## src/rtl/jtbubl_romarb_pkg.sv

```systemverilog
`default_nettype none
// +----------------------------------------------------------------------+
// | Module      : jtbubl_romarb_pkg                                       |
// | Description : Shared constants, FSM state encoding and helper for     |
// |               the jtbubl ROM slot arbiter.                            |
// | Revision    : 1.0 - initial release                                   |
// +----------------------------------------------------------------------+
package jtbubl_romarb_pkg;

    localparam int SLOTS  = 5;
    localparam int DW     = 32;
    localparam int SLOT_W = 3;

    typedef enum logic [1:0] {
        ST_IDLE = 2'd0,
        ST_REQ  = 2'd1,
        ST_WAIT = 2'd2,
        ST_DONE = 2'd3
    } state_t;

    // Slot index that follows idx, wrapping at the last slot.
    function automatic logic [SLOT_W-1:0] rr_next(input logic [SLOT_W-1:0] idx);
        return (idx == SLOT_W'(SLOTS - 1)) ? '0 : idx + 1'b1;
    endfunction

endpackage
`default_nettype wire

```

## src/rtl/jtbubl_romarb_slot.sv

```systemverilog
`default_nettype none
// +----------------------------------------------------------------------+
// | Module      : jtbubl_romarb_slot                                      |
// | Description : Tag, valid bit and data word for one ROM slot. With     |
// |               JTBUBL_ROMARB_CACHE_EN defined the entry survives the   |
// |               slot chip-select going low.                             |
// | Revision    : 1.0 - initial release                                   |
// +----------------------------------------------------------------------+
module jtbubl_romarb_slot
    import jtbubl_romarb_pkg::*;
#(
    parameter int AW = 22
) (
    input  logic          clk,
    input  logic          rstn,
    input  logic          i_cs,
    input  logic [AW-1:0] i_addr,
    input  logic          i_clr,
    input  logic          i_load,
    input  logic [AW-1:0] i_load_addr,
    input  logic [DW-1:0] i_load_data,
    output logic          o_ok,
    output logic [DW-1:0] o_dout
);

    logic          r_valid;
    logic [AW-1:0] r_tag;
    logic [DW-1:0] r_data;

    // Tag/data capture; the tag is the address actually fetched, so a slot
    // whose address moved during the access becomes pending again.
    always_ff @(posedge clk) begin
        if (!rstn) begin
            r_valid <= 1'b0;
            r_tag   <= '0;
            r_data  <= '0;
        end else begin
            if (i_load) begin
                r_tag  <= i_load_addr;
                r_data <= i_load_data;
            end
`ifdef JTBUBL_ROMARB_CACHE_EN
            if (i_clr)
                r_valid <= 1'b0;
            else if (i_load)
                r_valid <= 1'b1;
`else
            if (i_clr || !i_cs)
                r_valid <= 1'b0;
            else if (i_load)
                r_valid <= 1'b1;
`endif
        end
    end

    // Hit drops in the same cycle the requested address leaves the tag.
    assign o_ok   = i_cs & r_valid & ~i_clr & (i_addr == r_tag);
    assign o_dout = r_data;

endmodule
`default_nettype wire

```

## src/rtl/jtbubl_romarb.sv

```systemverilog
`default_nettype none
// +----------------------------------------------------------------------+
// | Module      : jtbubl_romarb                                           |
// | Description : Five-slot SDRAM ROM arbiter. Graphics slot first during |
// |               active video, round-robin during vertical blank.        |
// |               Optional JTBUBL_ROMARB_CACHE_EN keeps slot contents     |
// |               across chip-select drops.                               |
// | Revision    : 1.0 - initial release                                   |
// +----------------------------------------------------------------------+
module jtbubl_romarb
    import jtbubl_romarb_pkg::*;
#(
    parameter int AW       = 22,
    parameter int GFX_SLOT = 4
) (
    input  logic                      clk,
    input  logic                      rstn,
    input  logic [SLOTS-1:0]          slot_cs,
    input  logic [SLOTS-1:0][AW-1:0]  slot_addr,
    output logic [SLOTS-1:0]          slot_ok,
    output logic [SLOTS-1:0][DW-1:0]  slot_dout,
    input  logic                      vblank,
    input  logic                      downloading,
    input  logic                      loop_rst,
    output logic                      sdram_req,
    output logic [AW-1:0]             sdram_addr,
    input  logic                      sdram_ack,
    input  logic                      data_rdy,
    input  logic [DW-1:0]             data_read,
    output logic                      refresh_en
);

    localparam logic [SLOT_W-1:0] c_GFX = SLOT_W'(GFX_SLOT);

    state_t              r_state;
    state_t              w_next;
    logic [SLOT_W-1:0]   r_winner;
    logic [SLOT_W-1:0]   r_ptr;
    logic [AW-1:0]       r_addr;
    logic [SLOTS-1:0]    w_pend;
    logic                w_any;
    logic                w_start;
    logic                w_load;
    logic [SLOT_W-1:0]   w_pick;
    logic [SLOT_W-1:0]   w_fix_pick;
    logic [SLOT_W-1:0]   w_rr_pick;
    logic [SLOT_W-1:0]   w_idx;
    logic                w_rr_hit;

    assign w_pend = slot_cs & ~slot_ok;
    assign w_any  = |w_pend;

    // Winner selection: fixed priority in active video, rotating in vblank.
    always_comb begin
        w_fix_pick = '0;
        w_rr_pick  = '0;
        w_rr_hit   = 1'b0;
        w_idx      = r_ptr;
        for (int i = SLOTS - 1; i >= 0; i--) begin
            if (w_pend[i])
                w_fix_pick = SLOT_W'(i);
        end
        if (w_pend[GFX_SLOT])
            w_fix_pick = c_GFX;
        for (int i = 0; i < SLOTS; i++) begin
            if (!w_rr_hit && w_pend[w_idx]) begin
                w_rr_pick = w_idx;
                w_rr_hit  = 1'b1;
            end
            w_idx = rr_next(w_idx);
        end
        w_pick = vblank ? w_rr_pick : w_fix_pick;
    end

    // Next-state and strobe logic; loop_rst overrides everything.
    always_comb begin
        w_next  = r_state;
        w_start = 1'b0;
        w_load  = 1'b0;
        case (r_state)
            ST_IDLE: begin
                if (!downloading && w_any) begin
                    w_next  = ST_REQ;
                    w_start = 1'b1;
                end
            end
            ST_REQ: begin
                if (sdram_ack)
                    w_next = ST_WAIT;
            end
            ST_WAIT: begin
                if (data_rdy) begin
                    w_next = ST_DONE;
                    w_load = 1'b1;
                end
            end
            ST_DONE: begin
                w_next = ST_IDLE;
            end
            default: begin
                w_next = ST_IDLE;
            end
        endcase
        if (loop_rst) begin
            w_next  = ST_IDLE;
            w_start = 1'b0;
            w_load  = 1'b0;
        end
    end

    // State register plus winner, request address and rotation pointer.
    always_ff @(posedge clk) begin
        if (!rstn) begin
            r_state  <= ST_IDLE;
            r_winner <= '0;
            r_ptr    <= '0;
            r_addr   <= '0;
        end else begin
            r_state <= w_next;
            if (w_start) begin
                r_winner <= w_pick;
                r_addr   <= slot_addr[w_pick];
                r_ptr    <= rr_next(w_pick);
            end
        end
    end

    assign sdram_req  = (r_state == ST_REQ);
    assign sdram_addr = r_addr;
    assign refresh_en = downloading | ((r_state == ST_IDLE) & ~w_any);

    generate
        for (genvar i = 0; i < SLOTS; i++) begin : g_slot
            jtbubl_romarb_slot #(
                .AW (AW)
            ) u_slot (
                .clk         (clk),
                .rstn        (rstn),
                .i_cs        (slot_cs[i]),
                .i_addr      (slot_addr[i]),
                .i_clr       (downloading),
                .i_load      (w_load && (r_winner == SLOT_W'(i))),
                .i_load_addr (r_addr),
                .i_load_data (data_read),
                .o_ok        (slot_ok[i]),
                .o_dout      (slot_dout[i])
            );
        end
    endgenerate

endmodule
`default_nettype wire

```

## config.mk

```make
export PLATFORM = sky130hd
export DESIGN_NAME = jtbubl_romarb
export DESIGN_NICKNAME = d
export VERILOG_FILES = /design/src/rtl/jtbubl_romarb_pkg.sv /design/src/rtl/jtbubl_romarb_slot.sv /design/src/rtl/jtbubl_romarb.sv
export SDC_FILE = /design/constraint.sdc
export NUM_CORES = 1
export LEC_CHECK = 0
export CORE_MARGIN = 2
export CORE_UTILIZATION = 35
export CTS_BUF_LIST = sky130_fd_sc_hd__clkbuf_8
export CTS_CLUSTER_DIAMETER = 50
export CTS_CLUSTER_SIZE = 16
export DETAILED_ROUTE_END_ITERATION = 10
export PLACE_DENSITY = 0.65
export SYNTH_ARGS = -nofsm -noshare
export SYNTH_HDL_FRONTEND = slang
export SYNTH_HIERARCHICAL = 1
export SYNTH_SLANG_ARGS = --single-unit
export TNS_END_PERCENT = 5
```

## constraint.sdc

```tcl
create_clock -name clk -period 9.5 [get_ports clk]
set_input_delay 0.95 -clock clk [delete_from_list [all_inputs] [get_ports clk]]
set_output_delay 0.95 -clock clk [all_outputs]
set_load 0.02 [all_outputs]
```

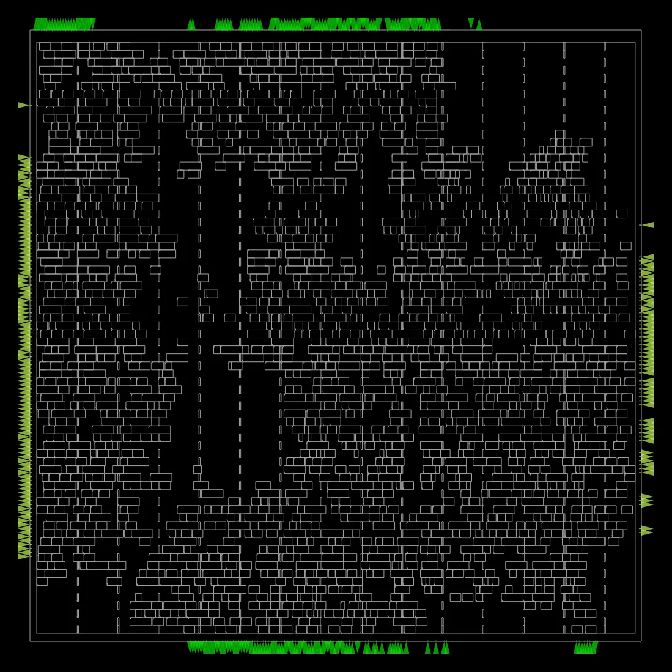
(run_1/placed.png)
tap cell count: 532
Layout Cells excl Fill: 2316
Filler cells: 3832

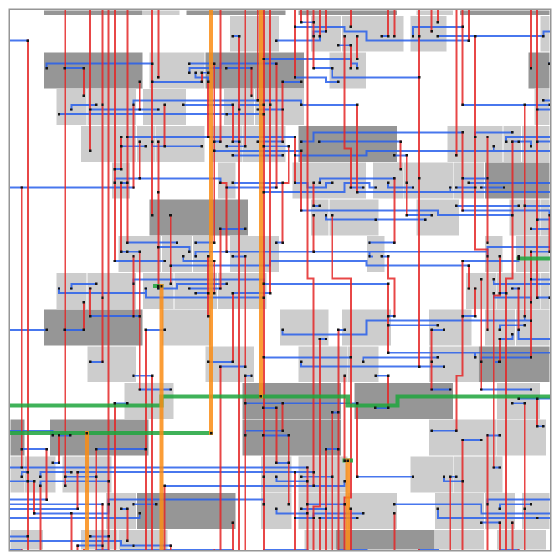
(run_1/closeup.png)
Window x 84 to 124, y 42 to 82 um. Cells in gray, sequential cells in the stronger gray; small squares are vias.
[M2] red
[M3] green
[M4] orange
[M1] blue
sequential cells in the window: 13
most frequent: clkdlybuf4s50_1 (16), mux2i_1 (14), nor2b_1 (14)
netlist names of flops here include: g_slot.u_slot/r_tag (13)
cells with their middle in the window: 90

==> results.cfg, run 1 <==
; synthesis and place-and-route metrics
[yosys]
ys_sh_adder = 0.01115
yosysSeqAreaShare = 0.4184
mux_area_frac = 0.2253
synthCells = 1435
synth.top_cells.by_count = dfxtp_1, mux2i_1, nor2b_1, xnor2_1, nor2_1
flop_cell = dfxtp_1
post-synth-top-area-cell = dfxtp_1
async_reset_ff_frac = 0
synth.cell_area_um2 = 14590
ys_warn_count = 6
mappedNetlistNets = 1602
numSynthFlops = 305
logic_family = multiplexers
yosys-top-cells-area = dfxtp_1, mux2i_1, nor2b_1, xnor2_1, xor2_1
yosys.area_share.aoi = 0.05445
synth_area_per_cell_um2 = 10.17
synth_top_area_share = 0.4184
synth-xor-area-share = 0.06602
ys_types = 55

[layout]
clkbuf_count = 42
final_cell_mix = clkdlybuf4s50_1, dfxtp_1, mux2i_1, nor2b_1, xnor2_1
sh_seq_area = 0.3147
layout_top_cell = clkdlybuf4s50_1
buffer_area_frac = 0.1819
design.seq.count = 305
layout-drive-gt1-share = 0.07541
comb-cell-share = 0.4181
logic_area_um2 = 8113
post-route-util = 0.4731
finalInstanceArea_um2 = 19400
final_net_count = 1913
inv_count = 16
regArea_um2 = 6106

[worst_setup_path]
cp_slowest_cell = a32o_4
crit_cells = 22
crit_end = r_ptr[2]$_SDFFE_PN0P_
rr_worst_depth = 22
cp.required_ps = 10030
path_cells = inv_1, ha_1, a21oi_1, inv_1, ha_1, o21ai_0, a22o_1, inv_1, ha_1, nor2_1, o31ai_1, o211ai_2, mux2i_1, mux2_1, o21a_1, o31ai_1, a32o_4, inv_1, ha_1, nor3_1, a211oi_1, nor3b_1
path_buffers = 4
cp_top_family = AND-OR/OR-AND gates

[placed_design]
place_congestion = 0.8578
placed_cell_area_um2 = 18470
pre_cts_ws_ps = 2632
place_inst = 2237

[detailed_routing]
top_layer_used = met5
drc = 0
met3_length_mm = 3.919
viasPerCell = 4.959
drt_first_pass_iters = 5
m1WireLength_mm = 20.09
route.met2.wl_mm = 22.71
ant_nets = 0
drt_first_iter_violations = 589

[final_timing]
slew_violations = 0
rsz0062_at_grt = false
maxSlewHeadroom = 0.3143
min_period_ps = 6246
setup_ws_ps = 3254

[grt]
met2_usage = 0.3625
top_usage_layer = met2
grt_max_degree = 132
antenna_found_initial = 13
grt_use_met1 = 0.2577
grt_pass1_wl_mm = 71.94
first_global_vias = 11617

[power]
ir_drop_mv = 0.1082
p_seq_frac = 0.458
power_w = 0.002872
leakage_nw = 6.254
switchingPower_w = 0.0008518
powerDensity_nw_per_um2 = 148.0
pg_seq_w = 0.00131
p_comb_w = 0.000426

[hold_path]
holdPathEnd = g_slot[3].u_slot/r_valid$_SDFFE_PP0P_
min_path_type = reg -> reg
min-delay-start = g_slot[3].u_slot/r_valid$_SDFFE_PP0P_

[run_status]
status = complete, no violations

[job]
max_cap_violations = 0
warnings = 37

[die]
fp.dieW_um = 208.2
fp_util = 0.3558
fp-row-count = 74
fp.coreArea_um2 = 41020
die_h_um = 208.2

[clock_network]
root_buffer = clkbuf_8
clkTransAtPathRegs_ps = 80
cts_setup_buffers = 0
clk_latency_ps = 600
htreeDepth = 2
cts_sinks = 305
cts_tree = done
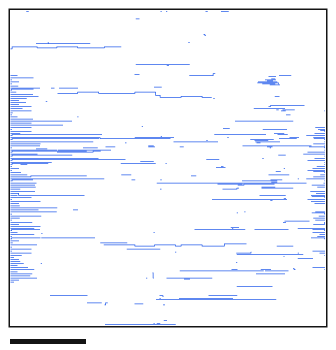
(run_1/m3.png)
Bar = 50 um.
nets with wire on the layer: 238
main direction: horizontal
share of all routed wire: 8.1%
Vias: 11.48k
final wirelength: 48.15 mm
grt met3 use: 0.07457

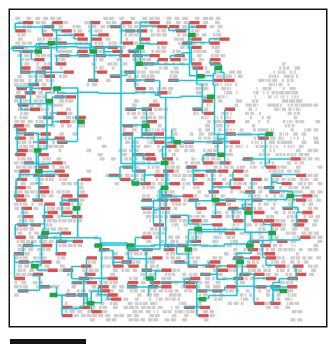
(run_1/clock_wires.png)
Bar = 50 um.
[clock wires] cyan | length: 4350 um
[flip-flops] red | count: 305
[clock-net drivers] green | count: 39
flops lie: spread over the die
Fin Clk Skew: 33.33 ps
Clock power frac: 0.394

==> run_1/layers.png <==
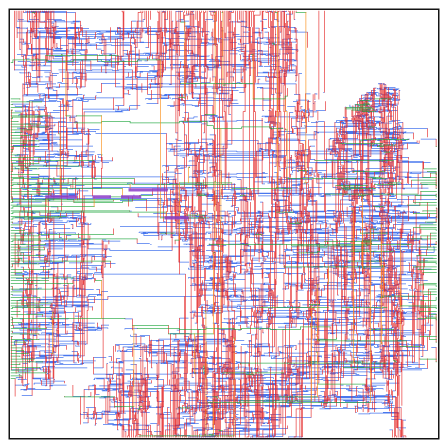

--- run 2 (diff from run 1) ---
clock period = 6.3 ns   (was 9.5 ns; I/O delays follow)
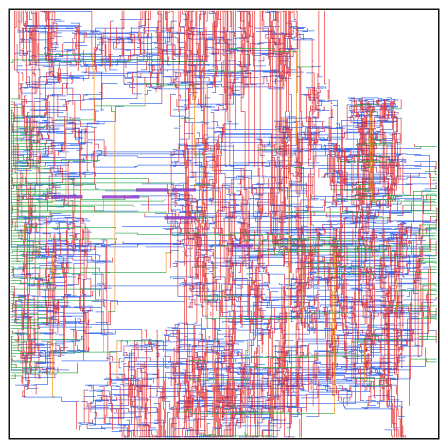
(run_2/layers.png)
[M4] orange | wire length: 1510 um
[M3] green | wire length: 3820 um
[M1] blue | wire length: 20.3 mm
[M2] red | wire length: 23.0 mm
[M5] purple | wire length: 76.4 um
Routed wire per std cell: 20.99 um
Vias: 11.57k

==> run 2 against run 1 <==
- design area is essentially flat
- clock-buffer cell count is 1 lower
- critical endpoint is now sdram_addr[11]$_SDFFE_PN0P_
- synthesized area did not move
- clock power increased by 42%
- first-iteration DRC count down 17%
==> results.cfg, run 2 <==
; synthesis and place-and-route metrics
[final_timing]
worst_pin_slew_ps = 1111
fin_skew_ps = 44.53
rsz0062_at_grt = false
tns_ps = 0
min_period_ps = 5671
setup_ws_ps = 628.5
maxSlewHeadroom = 0.2596
slew_violations = 0
setup_violations = 0
finalHoldViolations = 0

[worst_setup_path]
crit_path_start = r_ptr[1]$_SDFFE_PN0P_
crit_end = sdram_addr[11]$_SDFFE_PN0P_
reg2reg_from = r_ptr[1]$_SDFFE_PN0P_
crit_type = reg -> reg
crit_cells = 20
r2r_slack_ps = 630
crit_arrival_ps = 6170
cp_slowest_cell = ha_1
cp.required_ps = 6800
path_buffers = 4
cp_top_family = AND-OR/OR-AND gates
path_cells = inv_1, ha_1, a21oi_1, inv_1, ha_1, o21ai_0, a22o_1, inv_1, ha_1, nor3b_1, a21oi_1, o31ai_1, o311ai_0, a32o_1, nand3_1, o31ai_1, a32o_4, buf_4, mux2_2, a211oi_1
slowest_delay_ps = 510
rr_worst_depth = 20

[power]
p_comb_w = 0.000662
power_w = 0.004255
swShare = 0.2905
power.group.top = sequential cells
ir_drop_mv = 0.1748
pg_seq_w = 0.00198
leakage_nw = 6.279
powerDensity_nw_per_um2 = 219.2
pwr-share-clk = 0.379
switchingPower_w = 0.001236
p_seq_frac = 0.465

[yosys]
flop_cell = dfxtp_1
numSynthFlops = 305
synthCells = 1435
synth-xor-area-share = 0.06602
ys_chip_area_um2 = 14590
yosysSeqAreaShare = 0.4184
ys_cells = 1435
ys_warn_count = 6
synth_top_area_share = 0.4184
mappedNetlistNets = 1602
ys_types = 55
yosys-top-cells-area = dfxtp_1, mux2i_1, nor2b_1, xnor2_1, xor2_1
yosys.area_share.aoi = 0.05445
post-synth-top-area-cell = dfxtp_1
ys_sh_adder = 0.01115
synth_area_per_cell_um2 = 10.17
async_reset_ff_frac = 0
mux_area_frac = 0.2253
synth.top_cells.by_count = dfxtp_1, mux2i_1, nor2b_1, xnor2_1, nor2_1
synth.cell_area_um2 = 14590
logic_family = multiplexers

[layout]
dominant_cells = multi-input combinational cells
final_net_count = 1921
final.fill_count = 3898
final_cells = 2321
layout_top_cell = clkdlybuf4s50_1
sh_seq_area = 0.3145
logic_gates = 1028
buffer_area_frac = 0.1859
clkbuf_count = 41
diodes = 8
regArea_um2 = 6106
logic_area_um2 = 8113
design.seq.count = 305
post-route-util = 0.4734
inv_count = 16
comb-cell-share = 0.4178
finalInstanceArea_um2 = 19420
final_cell_mix = clkdlybuf4s50_1, dfxtp_1, mux2i_1, nor2b_1, xnor2_1
layout-drive-gt1-share = 0.07580

[clock_network]
htreeDepth = 2
clk_latency_ps = 610
root_buffer = clkbuf_8
cts_setup_buffers = 0
cts_sinks = 305
cts_tree = done
clockBufferDepth = 3
clkTransAtPathRegs_ps = 80

[grt]
grt_use_met1 = 0.2596
met2_usage = 0.3664
grt_max_degree = 131
groute.usage.overall = 0.2193
antenna_found_initial = 16
first_global_vias = 11919
top_usage_layer = met2
grt_util_met3 = 0.07230
grt_pass1_wl_mm = 73.29

[detailed_routing]
met3_length_mm = 3.816
top_layer_used = met5
drt_first_iter_violations = 486
m1WireLength_mm = 20.31
ant_nets = 0
viasPerCell = 4.987
drc = 0
route.met2.wl_mm = 23.02
drt_first_pass_iters = 5
routed_wl_mm = 48.73

[hold_path]
holdPathEnd = g_slot[1].u_slot/r_valid$_SDFFE_PP0P_
min-delay-start = g_slot[1].u_slot/r_valid$_SDFFE_PP0P_
min_path_type = reg -> reg

[placed_design]
place_congestion = 0.8962
pre_cts_ws_ps = 325.3
place_hpwl_mm = 34.89
placed_cell_area_um2 = 18550
place_inst = 2246

[die]
fp-row-count = 74
fp.dieW_um = 208.2
fp.coreArea_um2 = 41020
fp_util = 0.3558
die_h_um = 208.2
tap_cells = 532

[job]
max_cap_violations = 0
warnings = 38

[run_status]
status = complete, no violations
==> run_2/clock_wires.png <==
Bar = 50 um.
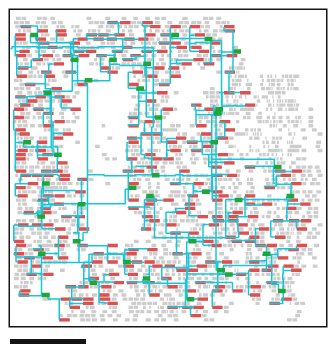

--- run 3 (diff from run 2) ---
ABC_AREA = 1   (was default)
CAP_MARGIN = 20   (was default)
CORE_MARGIN = default   (was 2)
PLACE_DENSITY = 0.64   (was 0.65)
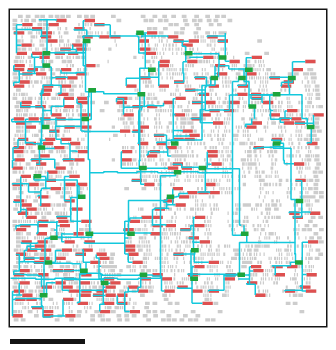
(run_3/clock_wires.png)
Bar = 50 um.
[flip-flops] red | count: 305
[clock-net drivers] green | count: 41
[clock wires] cyan | length: 4460 um
routed clock nets: 42
flops lie: spread over the die
Fin Clk Skew: 39.35 ps
worst skew pair latency: 620 ps
Clock power frac: 0.356
clock network power: 0.00174 W

==> run 3 against run 2 <==
- final cell count rose by 37%
- worst setup slack better by 840 ps
- synthesized area increased by 3.4%
- critical endpoint is now r_ptr[2]$_SDFFE_PN0P_
- sequential share of layout area decreased by 0.41 points
- power rose by 14%
- non-clock buffer count shrank 4
- highest routed layer is now met4
- clock skew decreased by 5.2 ps
==> results.cfg, run 3 <==
; synthesis and place-and-route metrics
[run_status]
status = complete, no violations

[yosys]
ys_warn_count = 6
synthCells = 2329
synthSimpleGateAreaFrac = 0.3030
synth-xor-area-share = 0.01452
synth-edff-count = 0
mux_area_frac = 0
synth_top_cell_by_count = nor2_1
yosysSeqAreaShare = 0.4048
mappedNetlistNets = 2496
yosys.area_share.aoi = 0.1430
ys_sh_adder = 0.01078
synth.cell_area_um2 = 15080
flop_cell = dfxtp_1
post-synth-top-area-cell = dfxtp_1
async_reset_ff_frac = 0
ys_types = 35
synth.top_cells.by_count = nor2_1, nand2_1, o21ai_0, inv_1, dfxtp_1
synth_top_area_share = 0.4048
yosys-top-cells-area = dfxtp_1, nor2_1, o21ai_0, nand2_1, inv_1
logic_family = simple AND/OR/NAND/NOR gates
numSynthFlops = 305
ys_chip_area_um2 = 15080
ys_cells = 2329
synth_area_per_cell_um2 = 6.476

[clock_network]
root_buffer = clkbuf_8
cts_setup_buffers = 0
htreeDepth = 2
ctsResizeCount = 0
numCtsBuffers = 41
cts_tree = done
cts_sinks = 305
clkTransAtPathRegs_ps = 80
clockBufferDepth = 3

[power]
powerDensity_nw_per_um2 = 247.6
power_w = 0.004871
power.group.top = sequential cells
p_comb_w = 0.00111
p_seq_frac = 0.416
ir_drop_mv = 0.1517
swShare = 0.3499
leakage_nw = 9.054
pg_seq_w = 0.00203
switchingPower_w = 0.001704

[detailed_routing]
routed_wl_mm = 58.61
drc = 0
drt_first_pass_iters = 5
route.met2.wl_mm = 28.74
met3_length_mm = 4.895
vias = 15819
wire_per_inst_um = 18.38
drt_first_iter_violations = 1044
viasPerCell = 4.962
ant_nets = 0
top_layer_used = met4
m1WireLength_mm = 23.00

[worst_setup_path]
crit_cells = 24
reg2reg_from = r_ptr[0]$_SDFFE_PN0P_
crit_end = r_ptr[2]$_SDFFE_PN0P_
path_buffers = 2
slowest_delay_ps = 690
crit_arrival_ps = 5340
cp_top_family = simple AND/OR/NAND/NOR gates
crit_type = reg -> reg
cp.required_ps = 6800
r2r_slack_ps = 1470
r2r_end = r_ptr[2]$_SDFFE_PN0P_
path_cells = inv_4, ha_1, inv_1, ha_1, nand4_2, nand2_4, ha_1, nor2_1, nand3_1, nand2_2, nand2_2, nand2_2, nand2_1, nand3b_1, nand3b_1, nand2_1, nand2_1, nand3_4, nand2_2, ha_1, nand3b_1, nand2_1, nand2_1, a21oi_1
cpMostUsedCell = nand2_1
endpoint_kind = flip-flop
crit_path_start = r_ptr[0]$_SDFFE_PN0P_
cp_slowest_cell = dfxtp_1
rr_worst_depth = 24
worstPathMaxFanout = 47

[layout]
inv_count = 330
final_cells = 3188
layout-drive-gt1-share = 0.05251
regArea_um2 = 6106
final_cell_mix = nor2_1, nand2_1, clkdlybuf4s50_1, o21ai_0, inv_1
dominant_cells = multi-input combinational cells
area_delta_synth_final_pct = 30.44
largest_reg_flops = 160
clkbuf_count = 44
layout_top_cell = nor2_1
finalInstanceArea_um2 = 19670
logic_gates = 1578
post-route-util = 0.4659
sh_seq_area = 0.3104
comb-cell-share = 0.3632
final.fill_count = 4372
final_net_count = 2784
clock_area_frac = 0.04751
design.seq.count = 305
diodes = 2
buffer_area_frac = 0.1813
buffers = 361
logic_area_um2 = 7146

[hold_path]
min_path_type = reg -> reg
whs_path_depth = 2
holdPathEnd = g_slot[4].u_slot/r_tag[10]$_SDFFE_PN0P_
min-delay-start = g_slot[4].u_slot/r_tag[10]$_SDFFE_PN0P_

[die]
fp.coreArea_um2 = 42230
tap_cells = 539
fp.dieW_um = 209.6
dieArea_um2 = 43930
die_h_um = 209.6
fp_util = 0.3572
boundaryPins = 343
fp-row-count = 75

[placed_design]
pre_cts_ws_ps = 1143
place_hpwl_mm = 42.31
io_buffers = 342
place_inst = 3113
place_congestion = 0.9460
placed_cell_area_um2 = 18730

[grt]
top_usage_layer = met2
met2_usage = 0.4636
grt_pass1_wl_mm = 89.00
grt_max_degree = 114
grt_util_met3 = 0.07197
grt_use_met1 = 0.3012
groute.usage.overall = 0.2633
antenna_found_initial = 2
first_global_vias = 15346
grt_overflow_total = 0

[final_timing]
hold_ws_ps = 473.9
maxSlewHeadroom = 0.3394
tns_ps = 0
finalHoldViolations = 0
max_freq_mhz = 206.9
min_period_ps = 4833
setup_violations = 0
rsz0062_at_grt = false
setup_ws_ps = 1467
slew_violations = 0
worst_pin_slew_ps = 990.8

[job]
max_cap_violations = 0
warnings = 37
Power and IR drop assume default switching activity.
